io_placement.png
Pins as bars across the die edge, other pins in grey.
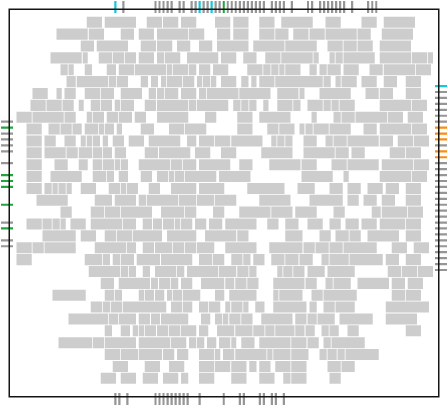
placement_by_type.png
Fill, decap, tap and diode cells in grey.
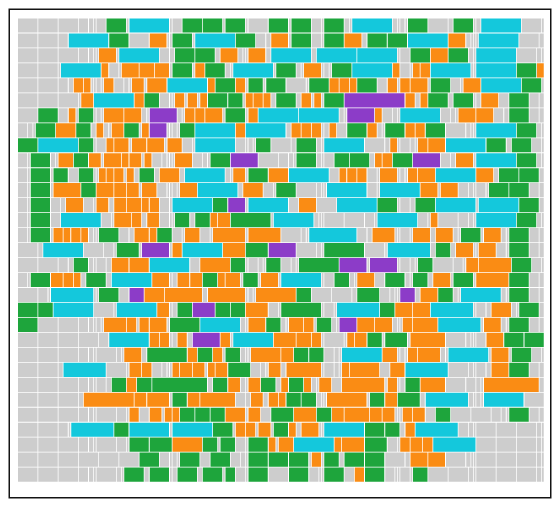
wires.png
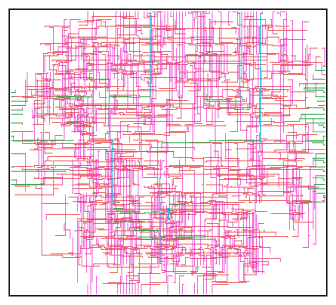
placement.png
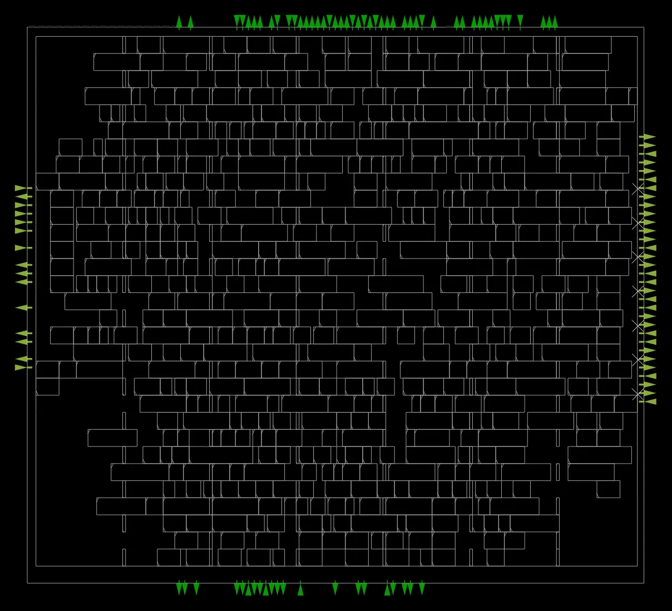
<file path="config.mk">
export PLATFORM = sky130hd
export DESIGN_NAME = id_stage_ctrl
export DESIGN_NICKNAME = d
export VERILOG_FILES = /design/src/rtl/mips_pkg.sv /design/src/rtl/imm_decode.sv /design/src/rtl/id_stage_ctrl.sv
export SDC_FILE = /design/constraint.sdc
export NUM_CORES = 1
export LEC_CHECK = 0
export CORE_ASPECT_RATIO = 0.9
export CORE_MARGIN = 1
export CORE_UTILIZATION = 41
export CTS_CLUSTER_SIZE = 25
export DETAILED_ROUTE_END_ITERATION = 12
export PLACE_DENSITY = 0.76
export SLEW_MARGIN = 10
export SYNTH_ARGS = -nofsm -noshare
export SYNTH_HDL_FRONTEND = slang
export SYNTH_SLANG_ARGS = --single-unit
</file>
<file path="constraint.sdc">
create_clock -name clk -period 1.75 [get_ports clk]
set_input_delay 0.175 -clock clk [delete_from_list [all_inputs] [get_ports clk]]
set_output_delay 0.175 -clock clk [all_outputs]
set_load 0.005 [all_outputs]
</file>
<file path="src/rtl/mips_pkg.sv">
// rtl/mips_pkg.sv - shared MIPS decode constants and ID-stage state type
//
// Purpose: opcode/funct constants, ALU-control encodings, out_ctrl bit
// indices and the ID/EX slot FSM state enum used by imm_decode and
// id_stage_ctrl.
// Ports: none (package).
package mips_pkg;

  // Opcodes (instr[31:26])
  localparam logic [5:0] OP_RTYPE = 6'h00;
  localparam logic [5:0] OP_BEQ   = 6'h04;
  localparam logic [5:0] OP_BNE   = 6'h05;
  localparam logic [5:0] OP_ADDI  = 6'h08;
  localparam logic [5:0] OP_SLTI  = 6'h0A;
  localparam logic [5:0] OP_ANDI  = 6'h0C;
  localparam logic [5:0] OP_ORI   = 6'h0D;
  localparam logic [5:0] OP_LUI   = 6'h0F;
  localparam logic [5:0] OP_LW    = 6'h23;
  localparam logic [5:0] OP_SW    = 6'h2B;

  // R-type funct codes (instr[5:0])
  localparam logic [5:0] FN_ADD = 6'h20;
  localparam logic [5:0] FN_SUB = 6'h22;
  localparam logic [5:0] FN_AND = 6'h24;
  localparam logic [5:0] FN_OR  = 6'h25;
  localparam logic [5:0] FN_SLT = 6'h2A;

  // ALU control encodings
  localparam logic [3:0] ALU_ADD = 4'b0000;
  localparam logic [3:0] ALU_SUB = 4'b0001;
  localparam logic [3:0] ALU_AND = 4'b0010;
  localparam logic [3:0] ALU_OR  = 4'b0011;
  localparam logic [3:0] ALU_SLT = 4'b0101;

  // out_ctrl = {regdst, alusrc, branch, bne, memread, memwrite, regwrite}
  localparam int CTRL_REGDST   = 6;
  localparam int CTRL_ALUSRC   = 5;
  localparam int CTRL_BRANCH   = 4;
  localparam int CTRL_BNE      = 3;
  localparam int CTRL_MEMREAD  = 2;
  localparam int CTRL_MEMWRITE = 1;
  localparam int CTRL_REGWRITE = 0;

  // ID/EX slot occupancy
  typedef enum logic [1:0] {
    ST_EMPTY  = 2'd0,
    ST_FULL   = 2'd1,
    ST_BUBBLE = 2'd2
  } state_e;

endpackage

</file>
<file path="src/rtl/imm_decode.sv">
// rtl/imm_decode.sv - combinational MIPS instruction decoder
//
// Purpose: maps a 32-bit instruction to control bits, ALU op, extended
// immediate and an illegal flag. Unsupported encodings give all-zero
// control/ALU/immediate with illegal=1.
// Ports:
//   instr    in  32  instruction word
//   ctrl     out 7   {regdst, alusrc, branch, bne, memread, memwrite, regwrite}
//   alu_ctrl out 4   ALU operation
//   imm      out 32  extended immediate (0 for R-type)
//   illegal  out 1   unsupported opcode/funct
module imm_decode
  import mips_pkg::*;
(
  input  logic [31:0] instr,
  output logic [6:0]  ctrl,
  output logic [3:0]  alu_ctrl,
  output logic [31:0] imm,
  output logic        illegal
);

  logic [5:0]  opcode;
  logic [5:0]  funct;
  logic [31:0] imm_sx;
  logic [31:0] imm_zx;

  assign opcode = instr[31:26];
  assign funct  = instr[5:0];
  assign imm_sx = {{16{instr[15]}}, instr[15:0]};
  assign imm_zx = {16'h0000, instr[15:0]};

  always_comb begin
    ctrl     = '0;
    alu_ctrl = ALU_ADD;
    imm      = '0;
    illegal  = 1'b0;
    case (opcode)
      OP_RTYPE: begin
        ctrl[CTRL_REGDST]   = 1'b1;
        ctrl[CTRL_REGWRITE] = 1'b1;
        case (funct)
          FN_ADD:  alu_ctrl = ALU_ADD;
          FN_SUB:  alu_ctrl = ALU_SUB;
          FN_AND:  alu_ctrl = ALU_AND;
          FN_OR:   alu_ctrl = ALU_OR;
          FN_SLT:  alu_ctrl = ALU_SLT;
          default: begin
            ctrl    = '0;
            illegal = 1'b1;
          end
        endcase
      end
      OP_ADDI, OP_SLTI: begin
        ctrl[CTRL_ALUSRC]   = 1'b1;
        ctrl[CTRL_REGWRITE] = 1'b1;
        alu_ctrl = (opcode == OP_SLTI) ? ALU_SLT : ALU_ADD;
        imm      = imm_sx;
      end
      OP_ANDI, OP_ORI: begin
        ctrl[CTRL_ALUSRC]   = 1'b1;
        ctrl[CTRL_REGWRITE] = 1'b1;
        alu_ctrl = (opcode == OP_ORI) ? ALU_OR : ALU_AND;
        imm      = imm_zx;
      end
      OP_LUI: begin
        ctrl[CTRL_ALUSRC]   = 1'b1;
        ctrl[CTRL_REGWRITE] = 1'b1;
        imm = {instr[15:0], 16'h0000};
      end
      OP_LW: begin
        ctrl[CTRL_ALUSRC]   = 1'b1;
        ctrl[CTRL_MEMREAD]  = 1'b1;
        ctrl[CTRL_REGWRITE] = 1'b1;
        imm = imm_sx;
      end
      OP_SW: begin
        ctrl[CTRL_ALUSRC]   = 1'b1;
        ctrl[CTRL_MEMWRITE] = 1'b1;
        imm = imm_sx;
      end
      OP_BEQ, OP_BNE: begin
        ctrl[CTRL_BRANCH] = 1'b1;
        ctrl[CTRL_BNE]    = (opcode == OP_BNE);
        alu_ctrl = ALU_SUB;
        imm      = imm_sx;
      end
      default: illegal = 1'b1;
    endcase
  end

endmodule

</file>
<file path="src/rtl/id_stage_ctrl.sv">
// rtl/id_stage_ctrl.sv - MIPS decode stage with registered ID/EX slot
//
// Purpose: decodes incoming instructions into a one-entry ID/EX slot with
// valid/ready handshakes, load-use bubble insertion, branch flush and a
// saturating bubble counter.
// Ports:
//   clk, rst                     clock, synchronous active-high reset
//   in_valid/in_ready/instr      decode-side handshake and instruction
//   flush                        taken branch, kills slot and incoming instr
//   out_valid/out_ready          EX-side handshake
//   out_ctrl, out_alu_ctrl       decoded control of the held instruction
//   out_imm, out_rs/rt/rd        immediate and register fields
//   out_illegal                  held instruction is unsupported
//   stall_cnt                    saturating count of load-use bubbles
module id_stage_ctrl
  import mips_pkg::*;
#(
  parameter bit HAZARD_EN = 1'b1
) (
  input  logic        clk,
  input  logic        rst,
  input  logic        in_valid,
  output logic        in_ready,
  input  logic [31:0] instr,
  input  logic        flush,
  output logic        out_valid,
  input  logic        out_ready,
  output logic [6:0]  out_ctrl,
  output logic [3:0]  out_alu_ctrl,
  output logic [31:0] out_imm,
  output logic [4:0]  out_rs,
  output logic [4:0]  out_rt,
  output logic [4:0]  out_rd,
  output logic        out_illegal,
  output logic [15:0] stall_cnt
);

  logic [6:0]  dec_ctrl;
  logic [3:0]  dec_alu;
  logic [31:0] dec_imm;
  logic        dec_illegal;

  imm_decode u_imm_decode (
    .instr    (instr),
    .ctrl     (dec_ctrl),
    .alu_ctrl (dec_alu),
    .imm      (dec_imm),
    .illegal  (dec_illegal)
  );

  state_e      state_q;
  logic        valid_q;
  logic [6:0]  ctrl_q;
  logic [3:0]  alu_q;
  logic [31:0] imm_q;
  logic [4:0]  rs_q;
  logic [4:0]  rt_q;
  logic [4:0]  rd_q;
  logic        illegal_q;
  logic [15:0] stall_q;

  logic free;
  logic hazard;

  assign free = (state_q != ST_FULL) || out_ready;

  // Only a held load can conflict; BUBBLE/EMPTY never do, so the dependent
  // instruction goes through on the cycle after the bubble.
  assign hazard = HAZARD_EN && in_valid && (state_q == ST_FULL) &&
                  ctrl_q[CTRL_MEMREAD] && (rt_q != 5'd0) &&
                  ((rt_q == instr[25:21]) || (rt_q == instr[20:16]));

  // Under flush the incoming instruction is taken off the bus and dropped.
  assign in_ready = !rst && (flush || (free && !hazard));

  always_ff @(posedge clk) begin
    if (rst) begin
      state_q   <= ST_EMPTY;
      valid_q   <= 1'b0;
      ctrl_q    <= '0;
      alu_q     <= '0;
      imm_q     <= '0;
      rs_q      <= '0;
      rt_q      <= '0;
      rd_q      <= '0;
      illegal_q <= 1'b0;
      stall_q   <= '0;
    end else if (flush || free) begin
      // Default is an empty slot; load or bubble override below.
      state_q   <= ST_EMPTY;
      valid_q   <= 1'b0;
      ctrl_q    <= '0;
      alu_q     <= '0;
      imm_q     <= '0;
      rs_q      <= '0;
      rt_q      <= '0;
      rd_q      <= '0;
      illegal_q <= 1'b0;
      if (!flush) begin
        if (hazard) begin
          state_q <= ST_BUBBLE;
          if (stall_q != 16'hFFFF) stall_q <= stall_q + 16'd1;
        end else if (in_valid) begin
          state_q   <= ST_FULL;
          valid_q   <= 1'b1;
          ctrl_q    <= dec_ctrl;
          alu_q     <= dec_alu;
          imm_q     <= dec_imm;
          rs_q      <= instr[25:21];
          rt_q      <= instr[20:16];
          rd_q      <= instr[15:11];
          illegal_q <= dec_illegal;
        end
      end
    end
  end

  assign out_valid    = valid_q;
  assign out_ctrl     = ctrl_q;
  assign out_alu_ctrl = alu_q;
  assign out_imm      = imm_q;
  assign out_rs       = rs_q;
  assign out_rt       = rt_q;
  assign out_rd       = rd_q;
  assign out_illegal  = illegal_q;
  assign stall_cnt    = stall_q;

endmodule

</file>
==> impl_metrics.py <==
# Synthesis and PnR figures
metrics = {
    "run_status": {
        "status": "finished, violations left",
        "violations": "DRC, setup timing",
    },
    "final_timing": {
        "holdWs_ns": 0.446,
        "drv_slew": 0,
        "hold_viol": 0,
        "setup_violations": 68,
        "setup_ws_ns": -0.325,
        "finalClockSkew_ns": 0.00768,
    },
    "global_routing": {
        "grt_overflow": 0,
        "grt_util_met3_pct": 4.11,
        "busiest_layer": "met2",
    },
    "power_and_ir_drop": {
        "switchingPower_uw": 902,
        "leakagePower_nw": 2.07,
        "p_seq_mw": 1.75,
        "p_comb_share_pct": 11.6,
    },
    "yosys": {
        "ys_ff": 76,
        "yosysSeqAreaShare_pct": 44.6,
        "synth.distinct_cells": 60,
        "ys_top_cells_by_count": "76 x dfxtp_1, 34 x a22o_1, 32 x nand2_1, 29 x a21oi_1, 18 x o21ai_0",
        "edf_count": 0,
        "ys_warn_count": 0,
        "area_leaders": "dfxtp_1 45%, a22o_1 8.7%, a21oi_1 4.3%",
        "synthAoiAreaFrac_pct": 25.5,
        "yosysCellCount": 364,
        "synth_top_cell_by_area": "dfxtp_1",
        "flop_cell": "dfxtp_1",
    },
    "worst_setup_path": {
        "cp-start-kind": "register",
        "r2r_start": "out_rt[4]$_SDFFE_PP0N_",
        "r2r-end": "out_imm[31]$_SDFFE_PP0N_",
        "crit_end": "in_ready",
        "ff2ff_setup_slack_ns": -0.26,
        "arrival_ns": 1.90,
    },
    "route": {
        "drc": 7,
        "wl_met3_microns": 457,
        "drtPass1Iterations": 10,
        "wl_met1_microns": 4690,
        "highest_layer": "met4",
        "wl_met2_microns": 5060,
    },
    "cts": {
        "htree_levels": 3,
        "cts_hold_buf": 0,
        "worstSkewPairLatency_ns": 0.35,
    },
    "cells_and_area": {
        "comb_area_sq_um": 1920,
        "num-nonclk-inverters": 3,
        "ff_count": 76,
        "final-clk-cell-share_pct": 3.66,
        "seq_area_sq_um": 1540,
        "largest_reg_flops": 32,
        "comb_cells": 258,
        "fin_nets": 578,
        "final_common_cell": "clkdlybuf4s50_1",
    },
    "flow_run": {
        "tool_warnings": 29,
    },
    "place": {
        "place_congestion": 0.942,
    },
    "die": {
        "core_sq_um": 8070,
    },
}
-- io_placement.png (at the start) --
out_ctrl -> green  # pins 7, direction output, edge 6 left, 1 top
out_rd -> orange  # pins 5, direction output, edge right
out_alu_ctrl -> cyan  # pins 4, direction output, edge 3 top, 1 right
all pins by edge = 46 top, 32 right, 21 bottom, 15 left

-- placement_by_type.png (at the start) --
remaining buffers and delay cells -> green  # cells 192, share of their area 33%
sequential cells -> cyan  # cells 76, share of their area 28%
combinational and other logic -> orange  # cells 261, share of their area 35%
clock drivers and dummy loads -> purple  # cells 16, share of their area 3.7%

-- wires.png (at the start) --
metal 4 -> cyan  # wire length 160 microns
metal 2 -> magenta  # wire length 5060 microns
metal 1 -> red  # wire length 4690 microns
metal 3 -> green  # wire length 457 microns

-- placement.png (at the start) --
Core Rows: 31
fin cells: 644

